File: src/rtl/opa_ctl_fsm_if.sv
// Memory-side handshakes of the multi-cycle control FSM.
// master = controller, slave = instruction/data memory.
interface opa_ctl_fsm_if;
  logic        io_imem_req_valid;
  logic        io_imem_resp_valid;
  logic [31:0] io_imem_resp_inst;
  logic        io_dmem_req_valid;
  logic        io_dmem_req_rw;
  logic        io_dmem_resp_valid;

  modport master (
    output io_imem_req_valid,
    input  io_imem_resp_valid,
    input  io_imem_resp_inst,
    output io_dmem_req_valid,
    output io_dmem_req_rw,
    input  io_dmem_resp_valid
  );

  modport slave (
    input  io_imem_req_valid,
    output io_imem_resp_valid,
    output io_imem_resp_inst,
    input  io_dmem_req_valid,
    input  io_dmem_req_rw,
    output io_dmem_resp_valid
  );
endinterface

File: src/rtl/opa_ctl_fsm.sv
// Multi-cycle RV32I control FSM: fetch, decode, execute,
// memory and writeback with one instruction in flight.
module opa_ctl_fsm #(
  parameter bit RESET_TRAP_CLEAR = 1'b1
) (
  input  logic             clk,
  input  logic             reset,
  opa_ctl_fsm_if.master    io_mem,
  input  logic             io_br_taken,
  output logic             io_ir_en,
  output logic             io_pc_en,
  output logic [1:0]       io_pc_sel,
  output logic [1:0]       io_opa_sel,
  output logic [1:0]       io_opb_sel,
  output logic [3:0]       io_alu_fun,
  output logic [1:0]       io_wb_sel,
  output logic             io_rf_wen,
  output logic             io_illegal
);

  typedef enum logic [2:0] {
    S_FETCH,
    S_DECODE,
    S_EXEC,
    S_MEM,
    S_WB,
    S_TRAP
  } state_t;

  state_t      r_state;
  state_t      w_next;
  logic [31:0] r_ir;
  logic        r_br;

  logic [6:0] w_opc;
  logic [2:0] w_f3;
  logic       w_f7b5;
  logic       w_rd0;
  logic       w_op;
  logic       w_opi;
  logic       w_lui;
  logic       w_ld;
  logic       w_st;
  logic       w_bra;
  logic       w_jal;
  logic       w_jalr;
  logic       w_csri;
  logic       w_legal;

  logic [1:0] w_opa;
  logic [1:0] w_opb;
  logic [3:0] w_alu;
  logic [1:0] w_wb;
  logic [1:0] w_pcs;

  assign w_opc  = r_ir[6:0];
  assign w_f3   = r_ir[14:12];
  assign w_f7b5 = r_ir[30];
  assign w_rd0  = (r_ir[11:7] == 5'd0);
  assign w_op   = (w_opc == 7'b0110011);
  assign w_opi  = (w_opc == 7'b0010011);
  assign w_lui  = (w_opc == 7'b0110111);
  assign w_ld   = (w_opc == 7'b0000011);
  assign w_st   = (w_opc == 7'b0100011);
  assign w_bra  = (w_opc == 7'b1100011);
  assign w_jal  = (w_opc == 7'b1101111);
  assign w_jalr = (w_opc == 7'b1100111);
  assign w_csri = (w_opc == 7'b1110011) & w_f3[2];

  // Only word loads/stores exist in this datapath.
  assign w_legal = w_op | w_opi | w_lui | w_bra
                 | w_jal | w_jalr | w_csri
                 | (w_ld & (w_f3 == 3'b010))
                 | (w_st & (w_f3 == 3'b010));

  // Datapath settings derived from the latched IR.
  always_comb begin
    w_opa = 2'd0;
    w_opb = 2'd1;
    w_alu = 4'b0000;
    w_wb  = 2'd0;
    w_pcs = 2'd0;
    if (w_lui)       w_opa = 2'd2;
    else if (w_csri) w_opa = 2'd1;
    if (w_op | w_bra) w_opb = 2'd0;
    else if (w_st)    w_opb = 2'd2;
    if (w_op)
      w_alu = {w_f7b5, w_f3};
    else if (w_opi)
      w_alu = {w_f7b5 & (w_f3 == 3'b101), w_f3};
    else if (w_bra)
      w_alu = 4'b1000;
    else if (w_lui | w_csri)
      w_alu = 4'b1111;
    if (w_ld)               w_wb = 2'd1;
    else if (w_jal | w_jalr) w_wb = 2'd2;
    if (w_jal | (w_bra & r_br)) w_pcs = 2'd1;
    else if (w_jalr)            w_pcs = 2'd2;
  end

  // State, instruction register and branch flag.
  always_ff @(posedge clk) begin
    if (reset) begin
      if (RESET_TRAP_CLEAR || (r_state != S_TRAP))
        r_state <= S_FETCH;
      r_ir <= '0;
      r_br <= 1'b0;
    end else begin
      r_state <= w_next;
      if ((r_state == S_FETCH) && io_mem.io_imem_resp_valid)
        r_ir <= io_mem.io_imem_resp_inst;
      if (r_state == S_EXEC)
        r_br <= io_br_taken;
    end
  end

  // Next state and control outputs; reset forces all low.
  always_comb begin
    w_next = r_state;
    io_mem.io_imem_req_valid = 1'b0;
    io_mem.io_dmem_req_valid = 1'b0;
    io_mem.io_dmem_req_rw    = 1'b0;
    io_ir_en   = 1'b0;
    io_pc_en   = 1'b0;
    io_pc_sel  = 2'd0;
    io_opa_sel = 2'd0;
    io_opb_sel = 2'd0;
    io_alu_fun = 4'd0;
    io_wb_sel  = 2'd0;
    io_rf_wen  = 1'b0;
    io_illegal = 1'b0;
    unique case (r_state)
      S_FETCH: begin
        io_mem.io_imem_req_valid = 1'b1;
        if (io_mem.io_imem_resp_valid) begin
          io_ir_en = 1'b1;
          w_next   = S_DECODE;
        end
      end
      S_DECODE: begin
        w_next = w_legal ? S_EXEC : S_TRAP;
      end
      S_EXEC: begin
        io_opa_sel = w_opa;
        io_opb_sel = w_opb;
        io_alu_fun = w_alu;
        w_next = (w_ld | w_st) ? S_MEM : S_WB;
      end
      S_MEM: begin
        io_opa_sel = w_opa;
        io_opb_sel = w_opb;
        io_alu_fun = w_alu;
        io_mem.io_dmem_req_valid = 1'b1;
        io_mem.io_dmem_req_rw    = w_st;
        if (io_mem.io_dmem_resp_valid)
          w_next = S_WB;
      end
      S_WB: begin
        io_opa_sel = w_opa;
        io_opb_sel = w_opb;
        io_alu_fun = w_alu;
        io_wb_sel  = w_wb;
        io_pc_sel  = w_pcs;
        io_pc_en   = 1'b1;
        io_rf_wen  = ~(w_st | w_bra | w_rd0);
        w_next     = S_FETCH;
      end
      S_TRAP: begin
        io_illegal = 1'b1;
      end
      default: begin
        w_next = S_FETCH;
      end
    endcase
    if (reset) begin
      io_mem.io_imem_req_valid = 1'b0;
      io_mem.io_dmem_req_valid = 1'b0;
      io_mem.io_dmem_req_rw    = 1'b0;
      io_ir_en   = 1'b0;
      io_pc_en   = 1'b0;
      io_pc_sel  = 2'd0;
      io_opa_sel = 2'd0;
      io_opb_sel = 2'd0;
      io_alu_fun = 4'd0;
      io_wb_sel  = 2'd0;
      io_rf_wen  = 1'b0;
      io_illegal = 1'b0;
    end
  end

endmodule

File: src/flat_wrapper.sv
// flat-port wrapper written by rule: the top's interface ports become plain ports
module opa_ctl_fsm_flat 
#(
  parameter bit RESET_TRAP_CLEAR = 1'b1
)
  (clk, reset, io_br_taken, io_ir_en, io_pc_en, io_pc_sel, io_opa_sel, io_opb_sel, io_alu_fun, io_wb_sel, io_rf_wen, io_illegal, io_mem_io_imem_req_valid, io_mem_io_imem_resp_valid, io_mem_io_imem_resp_inst, io_mem_io_dmem_req_valid, io_mem_io_dmem_req_rw, io_mem_io_dmem_resp_valid);
  opa_ctl_fsm_if io_mem_i ();
  input  logic clk;
  input  logic reset;
  input  logic io_br_taken;
  output logic io_ir_en;
  output logic io_pc_en;
  output logic [1:0] io_pc_sel;
  output logic [1:0] io_opa_sel;
  output logic [1:0] io_opb_sel;
  output logic [3:0] io_alu_fun;
  output logic [1:0] io_wb_sel;
  output logic io_rf_wen;
  output logic io_illegal;
  output wire logic [$bits(io_mem_i.io_imem_req_valid)-1:0] io_mem_io_imem_req_valid;
  input wire logic [$bits(io_mem_i.io_imem_resp_valid)-1:0] io_mem_io_imem_resp_valid;
  input wire logic [$bits(io_mem_i.io_imem_resp_inst)-1:0] io_mem_io_imem_resp_inst;
  output wire logic [$bits(io_mem_i.io_dmem_req_valid)-1:0] io_mem_io_dmem_req_valid;
  output wire logic [$bits(io_mem_i.io_dmem_req_rw)-1:0] io_mem_io_dmem_req_rw;
  input wire logic [$bits(io_mem_i.io_dmem_resp_valid)-1:0] io_mem_io_dmem_resp_valid;
  assign io_mem_io_imem_req_valid = io_mem_i.io_imem_req_valid;
  assign io_mem_i.io_imem_resp_valid = io_mem_io_imem_resp_valid;
  assign io_mem_i.io_imem_resp_inst = io_mem_io_imem_resp_inst;
  assign io_mem_io_dmem_req_valid = io_mem_i.io_dmem_req_valid;
  assign io_mem_io_dmem_req_rw = io_mem_i.io_dmem_req_rw;
  assign io_mem_i.io_dmem_resp_valid = io_mem_io_dmem_resp_valid;
  opa_ctl_fsm #(.RESET_TRAP_CLEAR(RESET_TRAP_CLEAR)) u_core (.clk(clk), .reset(reset), .io_mem(io_mem_i), .io_br_taken(io_br_taken), .io_ir_en(io_ir_en), .io_pc_en(io_pc_en), .io_pc_sel(io_pc_sel), .io_opa_sel(io_opa_sel), .io_opb_sel(io_opb_sel), .io_alu_fun(io_alu_fun), .io_wb_sel(io_wb_sel), .io_rf_wen(io_rf_wen), .io_illegal(io_illegal));
endmodule
File: config.mk
export PLATFORM = sky130hd
export DESIGN_NAME = opa_ctl_fsm_flat
export DESIGN_NICKNAME = d
export VERILOG_FILES = /design/src/rtl/opa_ctl_fsm_if.sv /design/src/rtl/opa_ctl_fsm.sv /design/src/flat_wrapper.sv
export SDC_FILE = /design/constraint.sdc
export NUM_CORES = 1
export LEC_CHECK = 0
export CAP_MARGIN = 15
export CORE_ASPECT_RATIO = 1.2
export CORE_UTILIZATION = 30
export DETAILED_ROUTE_END_ITERATION = 6
export PLACE_DENSITY_LB_ADDON = 0.2
export SLEW_MARGIN = 25
export SYNTH_ARGS = -nofsm -noshare
export SYNTH_HDL_FRONTEND = slang
export SYNTH_SLANG_ARGS = --single-unit
File: constraint.sdc
create_clock -name clk -period 1.5 [get_ports clk]
set_clock_uncertainty 0.1 [all_clocks]
set_input_delay 0.15 -clock clk [delete_from_list [all_inputs] [get_ports clk]]
set_output_delay 0.15 -clock clk [all_outputs]
set_load 0.1 [all_outputs]
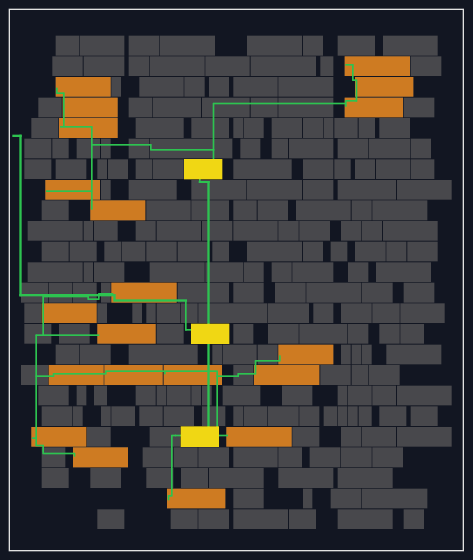
(run_1/clock_wires.png)
flip-flops: marked orange, count 20. clock wires: marked green, length 277 µm. clock-net drivers: marked yellow, count 3.
Position of the flops: all over the die. There are 4 routed clock nets.
clock distribution power: 0.546 mW
fraction of power consumed by the clock network: 23.0%
Skew-Pair Late Insertion Delay: 270 ps

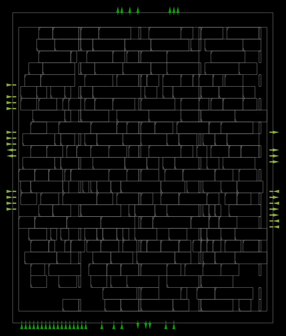
(run_1/placed.png)
filler-free cell count of the finished design: 301
FFs & Latches: 20
share of the core filled with cells in the final layout: 80.68%
sequential share of cell area: 14.12%
tap cell instance count: 52

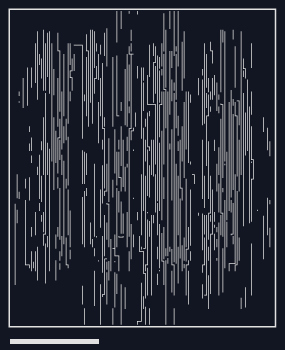
(run_1/m2.png)
The bar under the picture is 20 µm long.
The wires run mostly vertical. The longest straight run is 38.1 µm. The layer holds 56% of the routed length. The layer carries 2910 µm of wire.
total detailed-routing wirelength: 5.183 mm
met2 Track Usage GR: 42.84%
vias after detailed routing: 1574

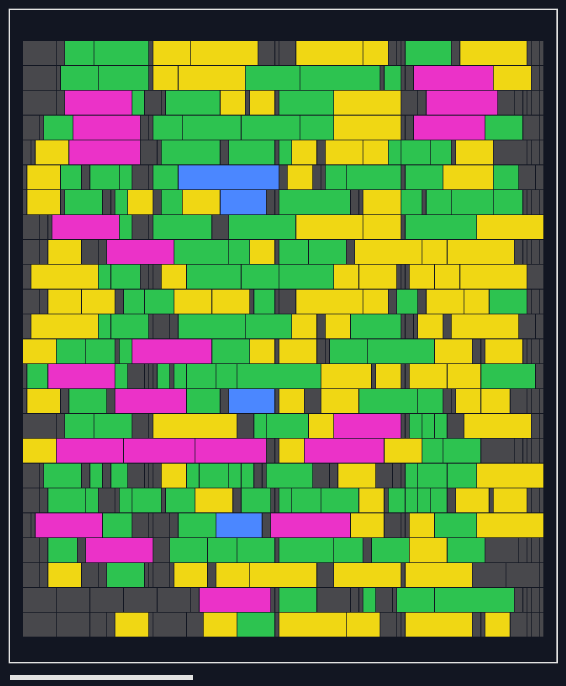
(run_1/class_map.png)
The bar under the picture is 20 µm long. Fill, decap, tap and diode cells in gray.
registers: marked magenta, cells 20. clock drivers and dummy loads: marked blue, cells 4. remaining buffers and delay cells: marked yellow, cells 95. remaining logic cells: marked green, cells 130.
core region area: 3724 µm²
# rows: 24

==> run notes, run 1 <==
Item: results of the latest flow run.

- The worst-case max-slew headroom was logged as approximately three quarters.
- Per the GRT congestion report, total overflow comes to 0.
- Counting buffers and inverters, the worst setup path is 6 cells deep.
- The die height is between 70 and 80 µm.
- The top cell type in the final layout, fill and taps aside, is sky130_fd_sc_hd__buf_4.
- The most critical setup path has its startpoint at u_core.r_ir[2].
- The cell family contributing the most delay on the critical path is buffers and inverters.
- Setup slack on the critical path of the routed design comes to -432.8 ps.
- The report lists the cells along the critical path as buf_6, nor3_4, buf_6, nand3_4, a21oi_4, buf_12.
- Per the detail_route log, met3 wirelength is around 180 µm.
- The clock distribution area overhead in the final layout is under 10%.
- The flip-flop count of the largest register, all copies and words added is 16.
- Setup repair after global routing could not meet its margin everywhere.
- The final-report setup violation count is 38.
- The depth of the worst register-to-register path is 6.
- The first-pass GRT wire length is between 7 and 8 mm.
- The via density per instance is 5.229.
- Dividing the detail-routed wire length by the instance count gives ~17 µm.
- On the worst setup and hold paths after CTS, the clock-pin slew comes to 80 ps.
- The flow ran to the end, but the final reports show violations.
- The proportion of synthesized chip area in sequential cells is about 33%.
- The placed instance count is about 280.
- The portion of the layout cell area used by non-clock buffers is 38.53%.
- The post-synth net total is slightly below 200.
- The clock buffer count is 3.
- Once the floorplan was initialized, standard cells occupied about a third of the core.
- Net switching is a little over a third of the power.
- Non-clock buffers in the final layout number ~95.
- The number of pins with negative max-slew slack in the final report is 0.
- The total number of nets in the final design is between 200 and 300.
- Summing internal, switching and leakage power gives roughly 2.4 mW.
- The area of the die is about 4300 µm².
- The checks that failed: setup timing.
- The setup TNS is -8930 ps.
- The start of the worst register-to-register path is u_core.r_ir[2].
- The number of fill cells is about 220.
==> run 2: changes to the inputs <==
Settings changed: GPL_TIMING_DRIVEN from default to 0.
==> run 2 against run 1 <==
  * The flow still finishes with violations (setup timing)
  * Maximum frequency down 5.5%
  * Global-route usage decreased by 1.9 points
  * Register-to-register slack improved by 50 ps
  * Sequential share of layout area grew 1.0 points
  * Synthesized area did not move
  * First-iteration DRC count shrank 16%
  * Combinational power down 7%
==> run notes, run 2 <==
Item: results of the latest flow run.

- The global routing met2 resource utilization is 39.88% (was 42.84%).
- The aggregate routed wire length is 5.066 mm (was 5.183 mm).
- The clock buffer count is 3 (unchanged).
- The relative slew slack is 61.84% (was 75.56%).
- The area of the die is 4266 µm² (unchanged).
- The critical path depth in cells is 7 (was 6).
- The post-synth net total was 197 (unchanged).
- The switching share of power was 38.07% (was 35.64%).
- The non-clock buffer total of the final layout is 92 (was 95).
- Violations in the final reports: setup timing (unchanged).
- The minimum setup slack in the final design is -544.7 ps (was -432.8 ps).
- The proportion of synthesized chip area in sequential cells is 33.30% (unchanged).
- The number of placement rows is 24 (unchanged).
- The final-report setup violation count came to 37 (was 38).
- The via density per instance is 5.192 (was 5.229).
- The placed instance count is 251 (was 279).
- The total number of nets in the final design is 284 (was 287).
- Result of the run: finished, violations left (unchanged).
- The portion of the layout cell area used by non-clock buffers is 37.53% (was 38.53%).
- The total design power was 2.110 mW (was 2.376 mW).
- The power dissipated in the clock network was 0.352 mW (was 0.546 mW).
- The most frequent logic cell in the layout is sky130_fd_sc_hd__nand2_1 (was sky130_fd_sc_hd__buf_4).
- The family with the most delay on the worst path is buffers and inverters (unchanged).
- The routed via count is 1542 (was 1574).
- The first-pass GRT wire length came to 6.872 mm (was 7.555 mm).
- The start point of the critical path is u_core.r_ir[3] (was u_core.r_ir[2]).
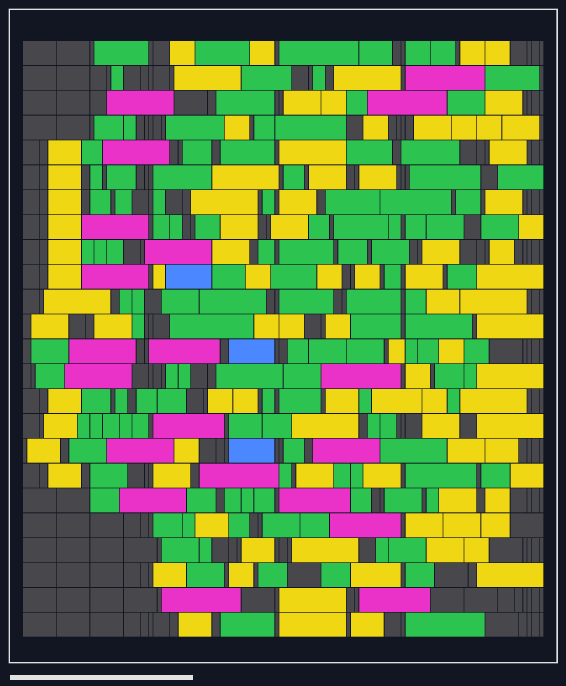
(run_2/class_map.png)
The bar under the picture is 20 µm long. Fill, decap, tap and diode cells in gray.
remaining logic cells: marked green, cells 130. registers: marked magenta, cells 20. clock-net drivers: marked blue, cells 3. remaining buffers and delay cells: marked yellow, cells 92.

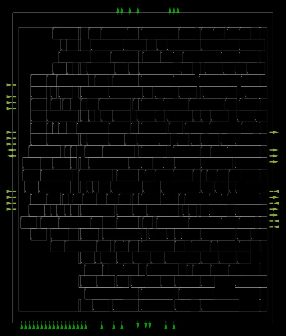
(run_2/placed.png)
sequential share of cell area: 15.14%
filler-free cell count of the finished design: 297

==> run 3: changes to the inputs <==
Settings changed: CORE_ASPECT_RATIO 1.2 to 1.4.
==> run 3 against run 2 <==
  * The run still ends with setup timing left
  * Core utilization is 0.55 points lower
  * Setup slack better by 36 ps
  * Global-route usage is 1.2 points lower
  * Synthesized area stayed put
  * Cell count is 3.4% lower
  * Combinational power hardly changed
==> run notes, run 3 <==
Item: results of the latest flow run.

- The family with the most delay on the worst path is simple AND/OR/NAND/NOR gates (was buffers and inverters).
- The relative slew slack is 68.41% (was 61.84%).
- The clock buffer count is 3 (unchanged).
- The tap cell count is 42 (was 52).
- The final-report setup violation count was 22 (was 37).
- The placed instance count is 241 (was 251).
- The number of fill cells came to 236 (was 255).
- The portion of the layout cell area used by non-clock buffers is 38.04% (was 37.53%).
- The area of the die is 4269 µm² (was 4266 µm²).
- The clock latency on the worst-skew pair came to 270 ps (was 260 ps).
- The number of placement rows came to 26 (was 24).
- The via density per instance was 5.261 (was 5.192).
- The minimum setup slack in the final design is -508.4 ps (was -544.7 ps).
- The power dissipated in the clock network is 0.555 mW (was 0.352 mW).
- The power share of the clock group was 24.0% (was 16.7%).
- The first-pass GRT wire length was 6.817 mm (was 6.872 mm).
- The post-synth net total came to 197 (unchanged).
- List of cells traversed by the critical path: nand3b_4, or4_4, nor3_4, buf_12 (was nand3b_4, buf_12, nor3_4, buf_4, nand3_2, a21oi_4, buf_12).
- The clock-pin transition on the worst setup and hold timing paths came to 80 ps (was 70 ps).
- The most frequent logic cell in the layout is sky130_fd_sc_hd__nand2_1 (unchanged).
- The die height came to 76.91 µm (was 71.35 µm).
- The aggregate routed wire length was 4.642 mm (was 5.066 mm).
- Result of the run: finished, violations left (unchanged).
- The number of sequential cells in the layout came to 20 (unchanged).
- The setup TNS is -7234 ps (was -9510 ps).
- The core occupancy in the finished layout is 74.92% (was 75.47%).
- The total design power is 2.311 mW (was 2.110 mW).
- RSZ-0062 raised after global routing: true (unchanged).
- The critical path depth in cells is 4 (was 7).
- The met3 routed wirelength is 145 µm (was 135 µm).
- Violations in the final reports: setup timing (unchanged).
- The start point of the critical path is u_core.r_ir[3] (unchanged).
- The flip-flop count of the largest register, all copies and words added is 16 (unchanged).
- The global routing met2 resource utilization is 40.48% (was 39.88%).
- The global route total overflow is 0 (unchanged).
- The clock distribution area overhead in the final layout is 2.545% (was 1.469%).
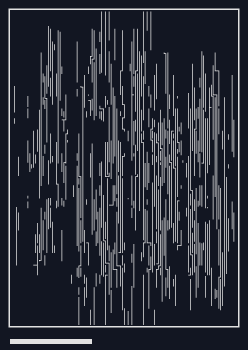
(run_3/m2.png)
The bar under the picture is 20 µm long.
245 nets have wire on it. The wires run mostly vertical. The longest straight run is 45.9 µm. The layer carries 2770 µm of wire. The layer holds 60% of the routed length.

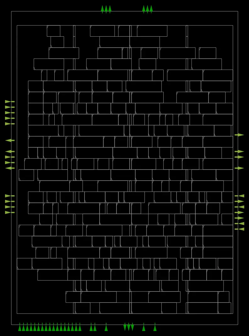
(run_3/placed.png)
filler-free cell count of the finished design: 287
sequential share of cell area: 15.09%
core region area: 3741 µm²


==> notes/layouts.md <==
Pictures saved along the way, in no particular order.

Supply network.
Pins as bars on the die edge. Tap cells in gray.
shot_01.png
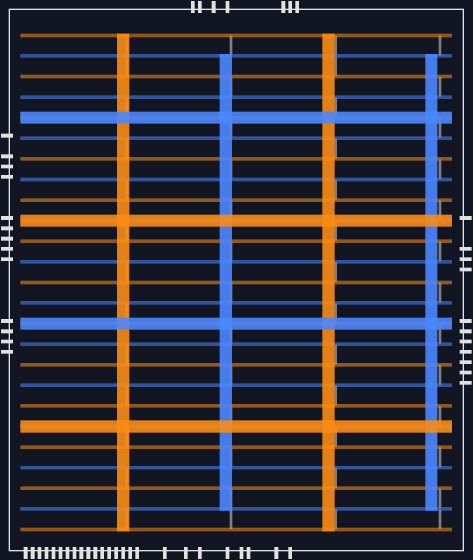
shot_02.png
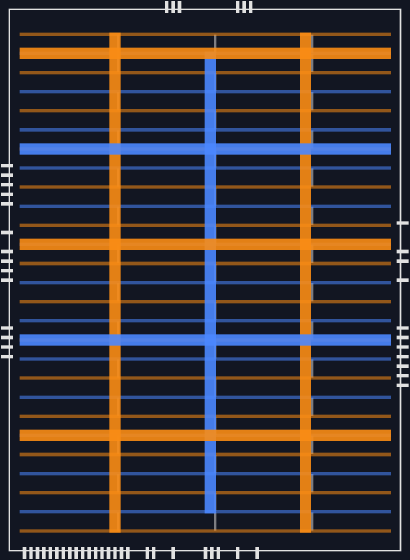
shot_01.png -> run 2
shot_02.png -> run 3

Key to shot_02.png:
VDD: marked blue. VSS: marked orange.
The core has 26 rows. 3 straps on met4.

Power figures rest on the tool's default switching activity, not on a simulated workload.
